`src/rtl/lsu_mem_ctrl_pkg.sv`:
```
// Purpose: shared RV32I load/store constants, FSM encoding and access-check helpers.
// Latency: n/a (package).
// Backpressure: n/a (package).
package lsu_mem_ctrl_pkg;

  // RV32I funct3 size/sign codes. Loads and stores share the low size bits.
  localparam logic [2:0] F3_LB  = 3'b000;
  localparam logic [2:0] F3_LH  = 3'b001;
  localparam logic [2:0] F3_LW  = 3'b010;
  localparam logic [2:0] F3_LBU = 3'b100;
  localparam logic [2:0] F3_LHU = 3'b101;
  localparam logic [2:0] F3_SB  = 3'b000;
  localparam logic [2:0] F3_SH  = 3'b001;
  localparam logic [2:0] F3_SW  = 3'b010;

  // Byte-lane geometry of a 32-bit word.
  localparam int BYTE_W     = 8;
  localparam int HALF_W     = 16;
  localparam int LANE_IDX_W = 2;

  typedef enum logic [2:0] {
    ST_IDLE    = 3'd0,
    ST_RD_ADDR = 3'd1,
    ST_RD_DATA = 3'd2,
    ST_WR      = 3'd3,
    ST_RESP    = 3'd4
  } lsu_state_e;

  // Loads: 011, 110, 111 are not defined. Stores: only 000..010 exist.
  function automatic logic f3_illegal(input logic is_store, input logic [2:0] f3);
    if (is_store) return (f3 >= 3'b011);
    else          return (f3 == 3'b011) || (f3[2:1] == 2'b11);
  endfunction

  // Size comes from funct3[1:0]; bytes can never be misaligned.
  function automatic logic misaligned(input logic [2:0] f3, input logic [LANE_IDX_W-1:0] lane);
    return ((f3[1:0] == 2'b01) && lane[0]) ||
           ((f3[1:0] == 2'b10) && (lane != 2'b00));
  endfunction

endpackage

```
`src/rtl/lsu_mem_ctrl_align.sv`:
```
// Purpose: combinational byte/half lane extract + sign/zero extend for loads,
//          and lane merge into the old RAM word for sub-word stores.
// Latency: 0 cycles (pure combinational). Backpressure: none.
// Ports: i_funct3 size/sign code, i_lane = addr[1:0], i_rdata RAM word,
//        i_wdata right-aligned store data, o_load_data extended load result,
//        o_merged_data word to write back.
module lsu_align
  import lsu_mem_ctrl_pkg::*;
#(
  parameter int DWIDTH = 32
) (
  input  logic [2:0]            i_funct3,
  input  logic [LANE_IDX_W-1:0] i_lane,
  input  logic [DWIDTH-1:0]     i_rdata,
  input  logic [DWIDTH-1:0]     i_wdata,
  output logic [DWIDTH-1:0]     o_load_data,
  output logic [DWIDTH-1:0]     o_merged_data
);

  logic [BYTE_W-1:0] w_byte;
  logic [HALF_W-1:0] w_half;

  always_comb begin
    w_byte = i_rdata[{i_lane, 3'b000} +: BYTE_W];
    // Halfwords are aligned here, so only lane[1] selects the half.
    w_half = i_rdata[{i_lane[1], 4'b0000} +: HALF_W];

    case (i_funct3)
      F3_LB:   o_load_data = {{(DWIDTH-BYTE_W){w_byte[BYTE_W-1]}}, w_byte};
      F3_LH:   o_load_data = {{(DWIDTH-HALF_W){w_half[HALF_W-1]}}, w_half};
      F3_LBU:  o_load_data = {{(DWIDTH-BYTE_W){1'b0}}, w_byte};
      F3_LHU:  o_load_data = {{(DWIDTH-HALF_W){1'b0}}, w_half};
      default: o_load_data = i_rdata;
    endcase

    o_merged_data = i_rdata;
    case (i_funct3[1:0])
      2'b00:   o_merged_data[{i_lane, 3'b000} +: BYTE_W] = i_wdata[BYTE_W-1:0];
      2'b01:   o_merged_data[{i_lane[1], 4'b0000} +: HALF_W] = i_wdata[HALF_W-1:0];
      default: o_merged_data = i_wdata;
    endcase
  end

endmodule

```
`src/rtl/lsu_mem_ctrl.sv`:
```
// Purpose: RV32I load/store initiator driving a word-addressed RAM with
//          registered read data; RMW for SB/SH, extension for loads.
// Latency: response pulse 1 (error), 2 (SW), 3 (load), 4 (SB/SH) cycles after accept.
// Backpressure: req_ready only in IDLE; the response pulse cannot be stalled.
// Ports: clk/rst (async active-low); req_* execute-stage request;
//        resp_* one-cycle completion; mem_* RAM side (en_fetch, en_store,
//        word-index addr, wdata, rdata valid one cycle after fetch).
module lsu_mem_ctrl
  import lsu_mem_ctrl_pkg::*;
#(
  parameter int DWIDTH = 32,
  parameter int AWIDTH = 32,
  parameter int DEPTH  = 32
) (
  input  logic              clk,
  input  logic              rst,
  input  logic              req_valid,
  output logic              req_ready,
  input  logic              req_is_store,
  input  logic [2:0]        req_funct3,
  input  logic [31:0]       req_addr,
  input  logic [DWIDTH-1:0] req_wdata,
  output logic              resp_valid,
  output logic [DWIDTH-1:0] resp_rdata,
  output logic              resp_err,
  output logic              mem_en_fetch,
  output logic              mem_en_store,
  output logic [AWIDTH-1:0] mem_addr,
  output logic [DWIDTH-1:0] mem_wdata,
  input  logic [DWIDTH-1:0] mem_rdata
);

  lsu_state_e        r_state;
  lsu_state_e        w_state_nxt;
  logic [31:0]       r_addr;
  logic [2:0]        r_funct3;
  logic [DWIDTH-1:0] r_wdata;
  logic              r_is_store;
  logic [DWIDTH-1:0] r_resp_rdata;
  logic              r_resp_err;

  logic              w_accept;
  logic              w_err;
  logic [AWIDTH-1:0] w_word_idx;
  logic [DWIDTH-1:0] w_load_data;
  logic [DWIDTH-1:0] w_merged_data;

  assign w_accept   = (r_state == ST_IDLE) && req_valid;
  assign w_err      = f3_illegal(req_is_store, req_funct3) ||
                      misaligned(req_funct3, req_addr[1:0]) ||
                      ((req_addr >> 2) >= 32'(DEPTH));
  assign w_word_idx = AWIDTH'(r_addr[31:2]);

  lsu_align #(.DWIDTH(DWIDTH)) u_align (
    .i_funct3      (r_funct3),
    .i_lane        (r_addr[1:0]),
    .i_rdata       (mem_rdata),
    .i_wdata       (r_wdata),
    .o_load_data   (w_load_data),
    .o_merged_data (w_merged_data)
  );

  always_ff @(posedge clk or negedge rst) begin
    if (!rst) r_state <= ST_IDLE;
    else      r_state <= w_state_nxt;
  end

  always_comb begin
    w_state_nxt  = r_state;
    mem_en_fetch = 1'b0;
    mem_en_store = 1'b0;
    mem_wdata    = '0;
    resp_valid   = 1'b0;
    // The index is only meaningful once a request is held.
    mem_addr     = (r_state == ST_IDLE) ? '0 : w_word_idx;
    req_ready    = (r_state == ST_IDLE) && rst;

    case (r_state)
      ST_IDLE: begin
        if (req_valid) begin
          if (w_err)                      w_state_nxt = ST_RESP;
          else if (!req_is_store)         w_state_nxt = ST_RD_ADDR;
          else if (req_funct3 == F3_SW)   w_state_nxt = ST_WR;
          else                            w_state_nxt = ST_RD_ADDR;
        end
      end
      ST_RD_ADDR: begin
        mem_en_fetch = 1'b1;
        w_state_nxt  = ST_RD_DATA;
      end
      ST_RD_DATA: begin
        w_state_nxt = r_is_store ? ST_WR : ST_RESP;
      end
      ST_WR: begin
        mem_en_store = 1'b1;
        mem_wdata    = r_wdata;
        w_state_nxt  = ST_RESP;
      end
      ST_RESP: begin
        resp_valid  = 1'b1;
        w_state_nxt = ST_IDLE;
      end
      default: w_state_nxt = ST_IDLE;
    endcase
  end

  // Request capture and response registers. Response fields are only
  // written on the edge entering RESP so they hold between responses.
  always_ff @(posedge clk or negedge rst) begin
    if (!rst) begin
      r_addr       <= '0;
      r_funct3     <= '0;
      r_wdata      <= '0;
      r_is_store   <= 1'b0;
      r_resp_rdata <= '0;
      r_resp_err   <= 1'b0;
    end else begin
      if (w_accept) begin
        r_addr     <= req_addr;
        r_funct3   <= req_funct3;
        r_wdata    <= req_wdata;
        r_is_store <= req_is_store;
        if (w_err) begin
          r_resp_rdata <= '0;
          r_resp_err   <= 1'b1;
        end
      end
      if (r_state == ST_RD_DATA) begin
        if (r_is_store) begin
          // RMW: old word with the new lane(s) becomes the write data.
          r_wdata <= w_merged_data;
        end else begin
          r_resp_rdata <= w_load_data;
          r_resp_err   <= 1'b0;
        end
      end
      if (r_state == ST_WR) begin
        r_resp_rdata <= '0;
        r_resp_err   <= 1'b0;
      end
    end
  end

  assign resp_rdata = r_resp_rdata;
  assign resp_err   = r_resp_err;

endmodule

```
`config.mk`:
```
export PLATFORM = sky130hd
export DESIGN_NAME = lsu_mem_ctrl
export DESIGN_NICKNAME = d
export VERILOG_FILES = /design/src/rtl/lsu_mem_ctrl_pkg.sv /design/src/rtl/lsu_mem_ctrl_align.sv /design/src/rtl/lsu_mem_ctrl.sv
export SDC_FILE = /design/constraint.sdc
export NUM_CORES = 1
export LEC_CHECK = 0
export ABC_AREA = 1
export ABC_CLOCK_PERIOD_IN_PS = 2650
export CAP_MARGIN = 30
export CORE_UTILIZATION = 25
export DETAILED_ROUTE_END_ITERATION = 6
export PLACE_DENSITY = 0.49
export SLEW_MARGIN = 15
export SYNTH_ARGS = -nofsm -noshare
export SYNTH_HDL_FRONTEND = slang
export SYNTH_SLANG_ARGS = --single-unit
```
`constraint.sdc`:
```
create_clock -name clk -period 2.65 [get_ports clk]
set_input_delay 0.265 -clock clk [delete_from_list [all_inputs] [get_ports clk]]
set_output_delay 0.265 -clock clk [all_outputs]
set_load 0.02 [all_outputs]
```
==> out/qor.json, run 1 <==
{
  "outcome": "finished, violations left",
  "violated_checks": "negative hold slack",
  "drt-total-wl_um": 24600,
  "ys_sh_adder_pct": 0.957,
  "ff_type": "sky130_fd_sc_hd__dfrtp_1",
  "fmax_ghz": 0.411,
  "die_x_um": 164,
  "nNonClkInverters": 133,
  "max_cap_violations": 0,
  "grt_use_met1_pct": 25.1,
  "met3_usage_pct": 4.22,
  "cp-end-kind": "output port",
  "route.detailed.vias_per_inst": 4.63,
  "critical_path_peak_fanout": 38,
  "pg_seq_w": 0.00242,
  "later_pin_clock_latency_in_the_skew_report_ns": 0.36,
  "yosys_warnings": 0,
  "mux_area_share_pct": 0,
  "r2r_start": "r_addr[0]$_DFFE_PN0P_",
  "floorplan.rows": 58,
  "ys_seq_share_pct": 39.8,
  "power.switching_fraction_pct": 46.0,
  "sequential_share_of_cell_area_pct": 28.6,
  "insertedDiodeCount": 1,
  "fin_ws_ns": 0.219,
  "grt_first_pass_wirelength_um": 37300,
  "cp_num_cells": 4,
  "crit_family": "buffers and inverters",
  "common_cells": "sky130_fd_sc_hd__nand2_1 (214), sky130_fd_sc_hd__nor2_1 (133), sky130_fd_sc_hd__inv_1 (122)",
  "switching_component_of_the_power_w": 0.00354,
  "filler_cell_count_in_the_final_layout": 2811,
  "clockRootBuffer": "sky130_fd_sc_hd__clkbuf_16",
  "p_leak_nw": 4.04,
  "layout.sequential_cells": 104,
  "final_setup_violation_count": 0,
  "critical_path.startpoint_type": "flip-flop",
  "synthXorXnorAreaFrac_pct": 0,
  "num_vias": 6758,
  "power.share.sequential_pct": 31.5,
  "ys_ff": 104,
  "power.share.clock_pct": 17.6,
  "route.antenna.remaining_nets": 0,
  "num_tap_cells": 330,
  "r2r-end": "r_wdata[31]$_DFFE_PN0P_",
  "powerClk_w": 0.00135,
  "grt_usage_pct": 18.4,
  "hpwl_um": 18300,
  "globalplace.congestion": 0.846,
  "top_level_ports": 204,
  "avgRoutedWirePerCell_um": 16.8,
  "worstPathRequired_ns": 2.38,
  "num-nets-final": 1233,
  "timing.setup.tns_ns": 0,
  "combinationalPower_w": 0.00391,
  "cts_buffers": 9,
  "slew_viol_final": 0,
  "post_synth_instance_area_um2": 6530,
  "worst_hold_margin_ns": -0.0244,
  "synth_stat.cells": 953,
  "drtIter0Drc": 432,
  "timing.critical_path.buf_inv": 2,
  "hold_violations": 4,
  "synth_top_area_share_pct": 39.8,
  "grt.busiest_layer": "met2",
  "cpPeakStageDelay_ns": 0.62,
  "first_pass_iters": 5,
  "timing.final.crit_period_ns": 2.43,
  "area_growth_pct": 39.2
}
-- run 1: sequential cells by signal, summed over array words and instances (netlist names) --
register and cells:
r_addr 32, r_wdata 32, resp_rdata 32, r_funct3 3
r_state 3, r_is_store 1, resp_err 1
-- run 1: per-stage QoR --
step	total power (W)	area, um^2	utilization, %	hold slack, ns	instances
6_report	0.00769	9090	35.8	-0.0244	1461
5_1_grt	0.00831	9090	35.8	0.0451	1460
4_1_cts	0.00775	9090	35.8	0.0272	1460
3_5_place_dp	0.00635	8810	34.7	0.411	1444
3_3_place_gp	0.00636	8810	34.7	0.408	1444
2_1_floorplan	0.00497	6540	-	-0.0306	954
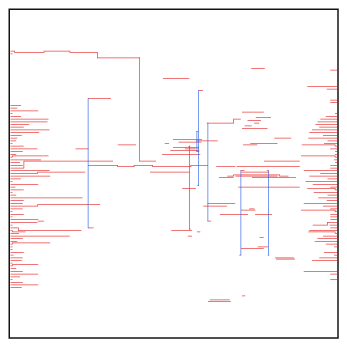
**Above:** run 1 (metal layers overlaid).
Drawn at 2 px/um. Only two layers are drawn.
Key: red = metal 3 [wire length 1880 um]; blue = metal 4 [wire length 349 um]

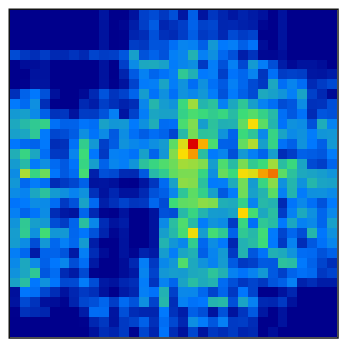
**Above:** run 1 (wiring heat map).
Drawn at 2 px/um. The die is cut into 33 by 33 equal tiles; dark blue is low, red is high, scaled to the fullest tile. Values are wire area over tile area, all layers added.
The mean over all tiles is 0.15. 17% of the tiles are nearly empty. 5.6% of the tiles are over half the peak. The fullest tile reaches 0.71.

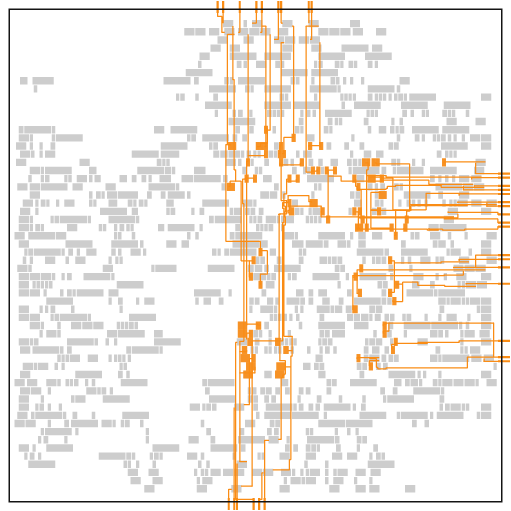
**Above:** run 1 (port wiring).
Drawn at 3 px/um.
Key: orange = `mem_rdata` [bits 32, direction input, edge 17 right, 9 top, 6 bottom, end cells 82, wire 2310 um]

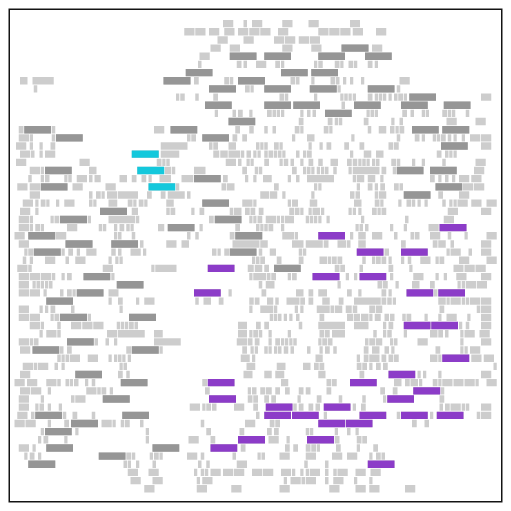
**Above:** run 1 (where the registers sit).
Drawn at 3 px/um. Other sequential cells in the stronger grey, the rest of the logic in the fainter grey.
Key: cyan = `r_state` [flops 3]; purple = `r_wdata` [flops 32]

==> run 2, diff against run 1 <==
- SKIP_CTS_REPAIR_TIMING: not set -> 1
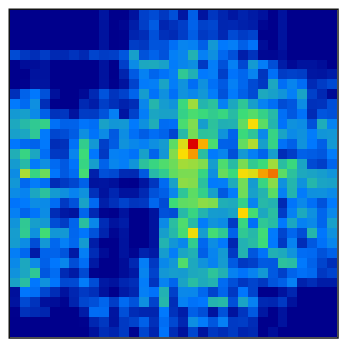
**Above:** run 2 (wiring heat map).
Drawn at 2 px/um. The die is cut into 33 by 33 equal tiles; dark blue is low, red is high, scaled to the fullest tile. Values are wire area over tile area, all layers added.
The emptiest ninth of the die: upper left. 5.6% of the tiles are over half the peak. The mean over all tiles is 0.15. The fullest tile reaches 0.71.

==> run 2 against run 1 <==
Effect of this change:
- the flow still finishes with violations (negative hold slack)
- hold slack did not move
- setup slack did not move
- sequential share of layout area did not move
- via count did not move
- die area did not move
- combinational power barely moved
- clock power barely moved
- critical path depth did not move
- synthesized cell count did not move
- wire length did not move
- design area did not move
- critical endpoint unchanged
- highest routed layer unchanged
==> out/qor.json, run 2 <==
{
  "worst_hold_margin_ns": -0.0244,
  "hold_violations": 4,
  "pg_seq_w": 0.00242,
  "ys_ff": 104,
  "synth_top_area_share_pct": 39.8,
  "outcome": "finished, violations left",
  "drtIter0Drc": 432,
  "die_x_um": 164,
  "max_cap_violations": 0,
  "cp-end-kind": "output port",
  "timing.setup.tns_ns": 0,
  "grt.busiest_layer": "met2",
  "fmax_ghz": 0.411,
  "met3_usage_pct": 4.22,
  "violated_checks": "negative hold slack",
  "critical_path.startpoint_type": "flip-flop",
  "cts_buffers": 9,
  "globalplace.congestion": 0.846,
  "clockRootBuffer": "sky130_fd_sc_hd__clkbuf_16",
  "route.detailed.vias_per_inst": 4.63,
  "later_pin_clock_latency_in_the_skew_report_ns": 0.36,
  "avgRoutedWirePerCell_um": 16.8,
  "critical_path_peak_fanout": 38,
  "post-layout-total-power_w": 0.00769,
  "yosys_warnings": 0,
  "route.antenna.remaining_nets": 0,
  "worstPathRequired_ns": 2.38,
  "cpPeakStageDelay_ns": 0.62,
  "final_setup_violation_count": 0,
  "powerClk_w": 0.00135,
  "r2r-end": "r_wdata[31]$_DFFE_PN0P_",
  "grt_usage_pct": 18.4,
  "switching_component_of_the_power_w": 0.00354,
  "area_growth_pct": 39.2,
  "timing.final.crit_period_ns": 2.43,
  "layout.cells.non_filler": 1461,
  "grt_first_pass_wirelength_um": 37300,
  "ff_type": "sky130_fd_sc_hd__dfrtp_1",
  "r2r_start": "r_addr[0]$_DFFE_PN0P_",
  "post_synth_instance_area_um2": 6530
}
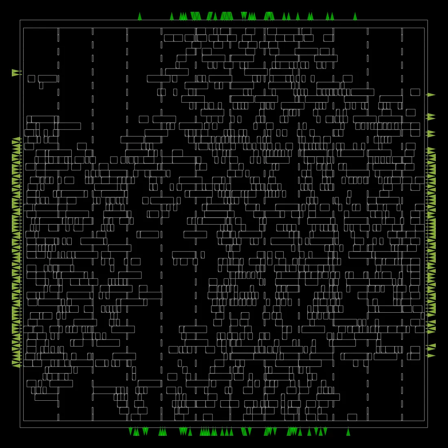
**Above:** run 2 (cell placement).
total number of sequential cells: 104
filler cell count in the final layout: 2811
final core utilization: 35.8%

## run 2: cell counts in the layout (fill, tap and decap cells not counted)
Identical to the previous run, type by type.
## run 2: cells by family (layout without fill, tap and decap cells)
kind of cell               Yosys count  count (layout)  share of synthesized area, %
AOI/OAI and AO/OA                  200             200                          17.2
adders and majority gates            5               5                         0.957
buffers and inverters              188             364                          12.0
DFF                                104             104                          39.8
other                                1               3                        0.0574
and+or+nand+nor                    455             455                          30.0
## run 2: area by class of cell
cell class | count | area share (%)
repair buffers | 215 | 23.5
multi-input cells | 662 | 34.6
diodes | 1 | 0.0275
clock buffers | 11 | 2.67
well taps | 330 | 4.54
flip-flops and latches | 104 | 28.6
inverters | 133 | 5.57
clock inverters | 5 | 0.426
Power and IR drop assume default switching activity.
